## config.mk

```make
export PLATFORM = sky130hd
export DESIGN_NAME = regfile_seq_ctrl_flat
export DESIGN_NICKNAME = d
export VERILOG_FILES = /design/src/rtl/regfile_seq_ctrl_pkg.sv /design/src/rtl/regfile_seq_ctrl_if.sv /design/src/rtl/regfile_seq_ctrl_alu.sv /design/src/rtl/regfile_seq_ctrl.sv /design/src/flat_wrapper.sv
export SDC_FILE = /design/constraint.sdc
export NUM_CORES = 1
export LEC_CHECK = 0
export CAP_MARGIN = 20
export CORE_ASPECT_RATIO = 0.75
export CORE_UTILIZATION = 27
export CTS_CLUSTER_SIZE = 24
export DETAILED_ROUTE_END_ITERATION = 10
export GPL_ROUTABILITY_DRIVEN = 0
export PLACE_DENSITY = 0.59
export SLEW_MARGIN = 15
export SYNTH_ARGS = -nofsm -noshare
export SYNTH_HDL_FRONTEND = slang
export SYNTH_SLANG_ARGS = --single-unit
```

## constraint.sdc

```tcl
create_clock -name clock -period 7.8 [get_ports clock]
set_input_delay 1.56 -clock clock [delete_from_list [all_inputs] [get_ports clock]]
set_output_delay 1.56 -clock clock [all_outputs]
set_load 0.005 [all_outputs]
```

## src/rtl/regfile_seq_ctrl_pkg.sv

```systemverilog
// ----------------------------------------------------------------------------
// regfile_seq_pkg
// Shared definitions for the register-file instruction sequencer:
//   - opcode constants (ADD / ADDI / OUT / SUB)
//   - FSM state encoding (IDLE / READ / EXEC / WB)
//   - instruction field positions and small field-extraction helpers
// Instruction format: [7:6] op, [5:4] rs, [3:2] rt, [1:0] rd / imm.
// ----------------------------------------------------------------------------
package regfile_seq_pkg;

    localparam logic [1:0] OP_ADD  = 2'b00;
    localparam logic [1:0] OP_ADDI = 2'b01;
    localparam logic [1:0] OP_OUT  = 2'b10;
    localparam logic [1:0] OP_SUB  = 2'b11;

    localparam logic [1:0] ST_IDLE = 2'd0;
    localparam logic [1:0] ST_READ = 2'd1;
    localparam logic [1:0] ST_EXEC = 2'd2;
    localparam logic [1:0] ST_WB   = 2'd3;

    localparam int INSTR_W = 8;
    localparam int OP_LSB  = 6;
    localparam int RS_LSB  = 4;
    localparam int RT_LSB  = 2;
    localparam int RD_LSB  = 0;

    function automatic logic [1:0] instr_op(input logic [INSTR_W-1:0] i);
        return i[OP_LSB +: 2];
    endfunction

    function automatic logic [1:0] instr_rs(input logic [INSTR_W-1:0] i);
        return i[RS_LSB +: 2];
    endfunction

    function automatic logic [1:0] instr_rt(input logic [INSTR_W-1:0] i);
        return i[RT_LSB +: 2];
    endfunction

    // Low field doubles as rd (ADD/SUB) and 2-bit signed immediate (ADDI).
    function automatic logic [1:0] instr_rd(input logic [INSTR_W-1:0] i);
        return i[RD_LSB +: 2];
    endfunction

endpackage

```

## src/rtl/regfile_seq_ctrl_if.sv

```systemverilog
// ----------------------------------------------------------------------------
// regfile_seq_ctrl_if
// Bundles the instruction handshake and the register-file port signals.
//   instr / instr_valid / instr_ready : instruction source handshake
//   rr1 / rr2 / rd1 / rd2             : register-file read ports
//   write / wr / wd                   : register-file write port
// Modports:
//   master : the sequencer (drives ready, read addresses, write port)
//   slave  : instruction source plus register file (the environment)
// ----------------------------------------------------------------------------
interface regfile_seq_ctrl_if #(
    parameter int DATA_W = 8,
    parameter int ADDR_W = 2
);
    logic [7:0]        instr;
    logic              instr_valid;
    logic              instr_ready;
    logic [ADDR_W-1:0] rr1;
    logic [ADDR_W-1:0] rr2;
    logic [DATA_W-1:0] rd1;
    logic [DATA_W-1:0] rd2;
    logic              write;
    logic [ADDR_W-1:0] wr;
    logic [DATA_W-1:0] wd;

    modport master (
        input  instr, instr_valid, rd1, rd2,
        output instr_ready, rr1, rr2, write, wr, wd
    );

    modport slave (
        output instr, instr_valid, rd1, rd2,
        input  instr_ready, rr1, rr2, write, wr, wd
    );
endinterface

```

## src/rtl/regfile_seq_ctrl_alu.sv

```systemverilog
// ----------------------------------------------------------------------------
// seq_alu
// Combinational ALU for the sequencer.
//   a, b : operands (register read data rs / rt)
//   op   : opcode
//   imm  : 2-bit signed immediate (ADDI only)
//   y    : result (wraps at DATA_W bits)
//   c    : carry out of the add (ADD/ADDI) or borrow of the subtract (SUB);
//          0 for OUT, where the caller keeps the previous carry anyway.
// ----------------------------------------------------------------------------
module seq_alu
    import regfile_seq_pkg::*;
#(
    parameter int DATA_W = 8
) (
    input  logic [DATA_W-1:0] a,
    input  logic [DATA_W-1:0] b,
    input  logic [1:0]        op,
    input  logic [1:0]        imm,
    output logic [DATA_W-1:0] y,
    output logic              c
);
    logic [DATA_W-1:0] imm_ext;
    logic [DATA_W:0]   full;

    assign imm_ext = {{(DATA_W-2){imm[1]}}, imm};

    always_comb begin
        full = {1'b0, a};
        case (op)
            OP_ADD:  full = {1'b0, a} + {1'b0, b};
            OP_ADDI: full = {1'b0, a} + {1'b0, imm_ext};
            // Wrapped 9-bit difference: top bit set exactly when a < b.
            OP_SUB:  full = {1'b0, a} - {1'b0, b};
            default: full = {1'b0, a};
        endcase
    end

    assign y = full[DATA_W-1:0];
    assign c = full[DATA_W];
endmodule

```

## src/rtl/regfile_seq_ctrl.sv

```systemverilog
// ----------------------------------------------------------------------------
// regfile_seq_ctrl
// Four-cycle instruction sequencer for a 4x8 2R/1W register file.
//   clock, reset : rising-edge clock, asynchronous active-high reset
//   bus          : instruction handshake + register-file ports (master side)
//   result       : last computed value
//   carry        : carry (ADD/ADDI) or borrow (SUB) of last arithmetic op
//   done         : one-cycle pulse in the write-back cycle
//   retired      : completed-instruction counter (wraps)
// Flow: IDLE (accept) -> READ (addresses out) -> EXEC (ALU registered)
//       -> WB (write port + done) -> IDLE.
// ----------------------------------------------------------------------------
module regfile_seq_ctrl
    import regfile_seq_pkg::*;
#(
    parameter int DATA_W = 8,
    parameter int ADDR_W = 2,
    parameter int CNT_W  = 8
) (
    input  logic              clock,
    input  logic              reset,
    regfile_seq_ctrl_if.master bus,
    output logic [DATA_W-1:0] result,
    output logic              carry,
    output logic              done,
    output logic [CNT_W-1:0]  retired
);
    logic [1:0]        state_q,   state_d;
    logic [7:0]        instr_q,   instr_d;
    logic [ADDR_W-1:0] rr1_q,     rr1_d;
    logic [ADDR_W-1:0] rr2_q,     rr2_d;
    logic              write_q,   write_d;
    logic [ADDR_W-1:0] wr_q,      wr_d;
    logic [DATA_W-1:0] result_q,  result_d;
    logic              carry_q,   carry_d;
    logic              done_q,    done_d;
    logic [CNT_W-1:0]  retired_q, retired_d;

    logic [DATA_W-1:0] alu_y;
    logic              alu_c;

    seq_alu #(.DATA_W(DATA_W)) u_alu (
        .a   (bus.rd1),
        .b   (bus.rd2),
        .op  (instr_op(instr_q)),
        .imm (instr_rd(instr_q)),
        .y   (alu_y),
        .c   (alu_c)
    );

    always_comb begin
        state_d   = state_q;
        instr_d   = instr_q;
        rr1_d     = rr1_q;
        rr2_d     = rr2_q;
        write_d   = 1'b0;
        wr_d      = wr_q;
        result_d  = result_q;
        carry_d   = carry_q;
        done_d    = 1'b0;
        retired_d = retired_q;
        case (state_q)
            ST_IDLE: begin
                if (bus.instr_valid) begin
                    instr_d = bus.instr;
                    // Addresses are loaded here so they are already on the
                    // bus during READ; they then hold through EXEC and WB.
                    rr1_d   = ADDR_W'(instr_rs(bus.instr));
                    rr2_d   = ADDR_W'(instr_rt(bus.instr));
                    state_d = ST_READ;
                end
            end
            ST_READ: begin
                state_d = ST_EXEC;
            end
            ST_EXEC: begin
                // Read data has been stable since READ; capture the ALU
                // and set up the write-back registers for the WB cycle.
                result_d  = alu_y;
                if (instr_op(instr_q) != OP_OUT) begin
                    carry_d = alu_c;
                end
                write_d   = (instr_op(instr_q) != OP_OUT);
                wr_d      = (instr_op(instr_q) == OP_ADDI) ? ADDR_W'(instr_rt(instr_q))
                                                           : ADDR_W'(instr_rd(instr_q));
                done_d    = 1'b1;
                retired_d = retired_q + 1'b1;
                state_d   = ST_WB;
            end
            default: begin
                state_d = ST_IDLE;
            end
        endcase
    end

    always_ff @(posedge clock or posedge reset) begin
        if (reset) begin
            state_q   <= ST_IDLE;
            instr_q   <= '0;
            rr1_q     <= '0;
            rr2_q     <= '0;
            write_q   <= 1'b0;
            wr_q      <= '0;
            result_q  <= '0;
            carry_q   <= 1'b0;
            done_q    <= 1'b0;
            retired_q <= '0;
        end else begin
            state_q   <= state_d;
            instr_q   <= instr_d;
            rr1_q     <= rr1_d;
            rr2_q     <= rr2_d;
            write_q   <= write_d;
            wr_q      <= wr_d;
            result_q  <= result_d;
            carry_q   <= carry_d;
            done_q    <= done_d;
            retired_q <= retired_d;
        end
    end

    assign bus.instr_ready = (state_q == ST_IDLE);
    assign bus.rr1         = rr1_q;
    assign bus.rr2         = rr2_q;
    assign bus.write       = write_q;
    assign bus.wr          = wr_q;
    assign bus.wd          = result_q;

    assign result  = result_q;
    assign carry   = carry_q;
    assign done    = done_q;
    assign retired = retired_q;
endmodule

```

## src/flat_wrapper.sv

```systemverilog
// flat-port wrapper written by rule: the top's interface ports become plain ports
module regfile_seq_ctrl_flat import regfile_seq_pkg::*;
#(
    parameter int DATA_W = 8,
    parameter int ADDR_W = 2,
    parameter int CNT_W  = 8
)
  (clock, reset, result, carry, done, retired, bus_instr, bus_instr_valid, bus_rd1, bus_rd2, bus_instr_ready, bus_rr1, bus_rr2, bus_write, bus_wr, bus_wd);
  regfile_seq_ctrl_if #(.DATA_W(DATA_W), .ADDR_W(ADDR_W)) bus_i ();
  input  logic clock;
  input  logic reset;
  output logic [DATA_W-1:0] result;
  output logic carry;
  output logic done;
  output logic [CNT_W-1:0] retired;
  input wire logic [$bits(bus_i.instr)-1:0] bus_instr;
  input wire logic [$bits(bus_i.instr_valid)-1:0] bus_instr_valid;
  input wire logic [$bits(bus_i.rd1)-1:0] bus_rd1;
  input wire logic [$bits(bus_i.rd2)-1:0] bus_rd2;
  output wire logic [$bits(bus_i.instr_ready)-1:0] bus_instr_ready;
  output wire logic [$bits(bus_i.rr1)-1:0] bus_rr1;
  output wire logic [$bits(bus_i.rr2)-1:0] bus_rr2;
  output wire logic [$bits(bus_i.write)-1:0] bus_write;
  output wire logic [$bits(bus_i.wr)-1:0] bus_wr;
  output wire logic [$bits(bus_i.wd)-1:0] bus_wd;
  assign bus_i.instr = bus_instr;
  assign bus_i.instr_valid = bus_instr_valid;
  assign bus_i.rd1 = bus_rd1;
  assign bus_i.rd2 = bus_rd2;
  assign bus_instr_ready = bus_i.instr_ready;
  assign bus_rr1 = bus_i.rr1;
  assign bus_rr2 = bus_i.rr2;
  assign bus_write = bus_i.write;
  assign bus_wr = bus_i.wr;
  assign bus_wd = bus_i.wd;
  regfile_seq_ctrl #(.DATA_W(DATA_W), .ADDR_W(ADDR_W), .CNT_W(CNT_W)) u_core (.clock(clock), .reset(reset), .bus(bus_i), .result(result), .carry(carry), .done(done), .retired(retired));
endmodule
```

==> summary.txt <==
fresh numbers from the pnr run: # diodes 0, Reg-to-Reg Start u_core.instr_q[6], Finished Layout Cells 373, outcome finished clean, vias in the first global route 1586, Psw 0.413 mW, Synth Seq Share 37.9%, Clock power frac 11.5%, Max-area cell share 37.9%, Logic pwr share 59.0%, CTS Buffer Depth 2, Cell Pwr Density 385 nW/µm², largest area contributor in the netlist dfrtp_1, WS Path Type input port to register, HPWL after DPL 3510 µm, dpl cell area 2680 µm², vias per cell 4.51, Pwr Total 1.06 mW, Vias 1681, Rows 27, pin count of the biggest net entering global routing 32, Inst Count DP 365, Static Leak 1.19 nW, setup bufs post-CTS 0, Cell Type Count 41, clk slew on worst S/H paths 0.07 ns, Critical Path Start Type input port, CTS sink count 31, Post-Place Setup Slack 3.48 ns, fraction of registers with async set/reset 100%, Hold Path End u_core.retired[7], YS chip area 2050 µm², Synth top cell by count dfrtp_1, Layout area overhead 34.8%, Synth warnings 0, final instance area 2760 µm², internal power 0.649 mW, Top-Level Pins 61, CTS tree yes, Residual DRC 0, Final Util 37.7%, Init Core Util 27.9%, max_slew headroom 36.3%, synthesized net count 262, nets@finish 313, tool warnings 28, Slew Limit Fails 0, clock root cell clkbuf_8, Die ar. 7940 µm², switching portion of total power 38.9%
==> worst max-delay path, cell delays in order <==
cell and delay, ns:
clkdlybuf4s50_1 0.44, inv_1 0.07, ha_1 0.17, nand2b_1 0.10, nor4_1 0.28, xnor2_1 0.16, a21oi_1 0.10, ha_1 0.32
a211o_1 0.34, o22a_1 0.20, o31ai_2 0.07, mux2i_1 0.10, a311o_1 0.26
==> cells in the final DEF (no fill, tap or decap), types with 2 or more instances in the layout <==
| cell | Yosys | layout |
|---|---|---|
| o31ai_1 | 2 | 2 |
| buf_4 | 12 | 2 |
| ha_1 | 14 | 14 |
| nand3_1 | 7 | 7 |
| xor2_1 | 4 | 4 |
| o31a_1 | 2 | 2 |
| clkinv_2 | 0 | 3 |
| inv_1 | 12 | 12 |
| nand3b_1 | 2 | 2 |
| nor3_1 | 3 | 3 |
| clkbuf_8 | 0 | 5 |
| o21a_1 | 5 | 5 |
| nor2_1 | 19 | 19 |
| dfrtp_1 | 31 | 31 |
| clkdlybuf4s50_1 | 0 | 60 |
| nor2b_4 | 2 | 2 |
| mux2i_1 | 5 | 5 |
| nand2b_1 | 3 | 3 |
| o21ai_0 | 6 | 6 |
| a21oi_1 | 18 | 18 |
| a311o_1 | 2 | 2 |
| xnor2_1 | 9 | 9 |
| a211oi_1 | 2 | 2 |
| o21ai_1 | 3 | 3 |
| nand4_1 | 3 | 3 |
| mux2_2 | 10 | 10 |
| nor2b_1 | 5 | 5 |
| nand2_1 | 19 | 19 |
==> power by group through the flow <==
stage / Combinational (mW) / Sequential [mW] / Clock [mW]
6_report: 0.627 / 0.313 / 0.123
5_1_grt: 0.700 / 0.328 / 0.137
4_1_cts: 0.635 / 0.315 / 0.130
2_1_floorplan: 0.434 / 0.295 / 0
3_5_place_dp: 0.631 / 0.317 / 0
3_3_place_gp: 0.621 / 0.316 / 0
==> cell type report <==
class | instances | area, µm²
clock buffers | 5 | 68.8
clock inverters | 3 | 15.0
fillers | 753 | 4570
inverters | 13 | 48.8
multi-input cells | 158 | 1110
flip-flops and latches | 31 | 776
well taps | 101 | 126
repair buffers | 62 | 616
==> routing by layer <==
layer | GRT usage, % | wire (µm) | up-vias
met5 | 0 | 0 | -
met4 | 2.57 | 12 | 0
met3 | 3.96 | 260 | 2
met2 | 18.5 | 2010 | 43
met1 | 17.0 | 2300 | 779
li1 | - | - | 857
==> flip-flops by register name, indices dropped and copies added (netlist names) <==
name	cells
u_core.bus.rr1	1
u_core.bus.write	1
u_core.carry	1
u_core.instr_q	6
u_core.retired	8
u_core.bus.wr	2
u_core.state_q	2
u_core.done	1
u_core.bus.wd	8
u_core.bus.rr2	1
==> kinds of logic after synthesis <==
logic type	synth area share, %
and+or+nand+nor	16.4
AOI/OAI and AO/OA	14.8
buffers and inverters	7.88
DFF	37.9
muxes	7.94
adders and majority gates	9.53
xor gates and xnor gates	5.56
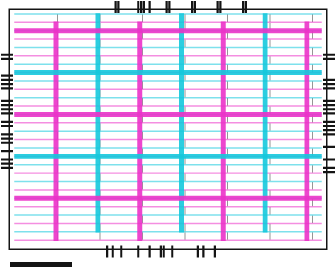
**Above:** power grid.
Bar = 20 µm. Pins as bars on the die edge. Tap cells in gray.
color	net
cyan	VDD
magenta	VSS
signal pins	61
met4 straps	7
VDD IR-drop max: 0.000120 V
core area: 7330 µm²
die width: 103 µm

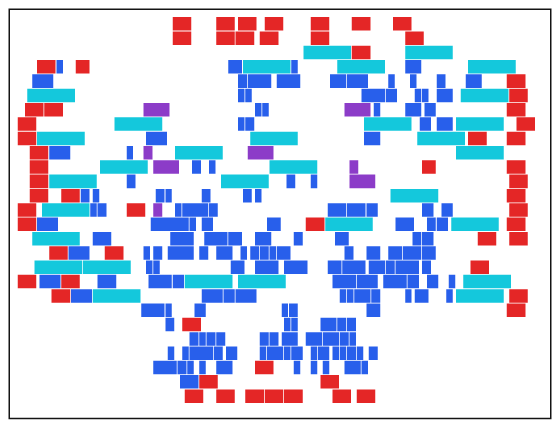
**Above:** cells colored by class.
color	class	cells	share of their area
cyan	sequential cells	31	29%
blue	combinational and other logic	171	44%
purple	clock drivers and dummy loads	8	3.2%
red	remaining buffers and delay cells	62	23%

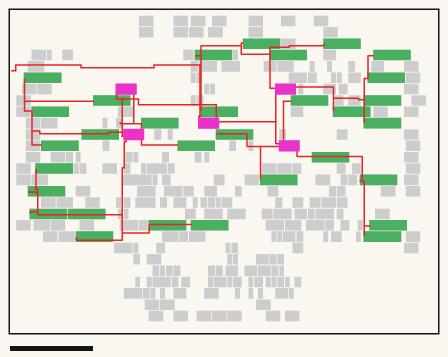
**Above:** clock wires, drivers and flops.
Bar = 20 µm.
[red] clock wires | length: 508 µm
[magenta] clock drivers | count: 5
[green] flip-flops | count: 31
routed clock nets	6

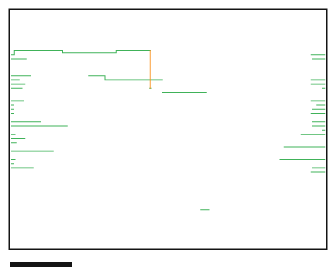
**Above:** signal wires by layer.
Bar = 20 µm. Two of the layers only.
color	layer	wire length
orange	metal 4	12.2 µm
green	metal 3	261 µm

No activity file was given, so power comes from the tool's default toggle rates.
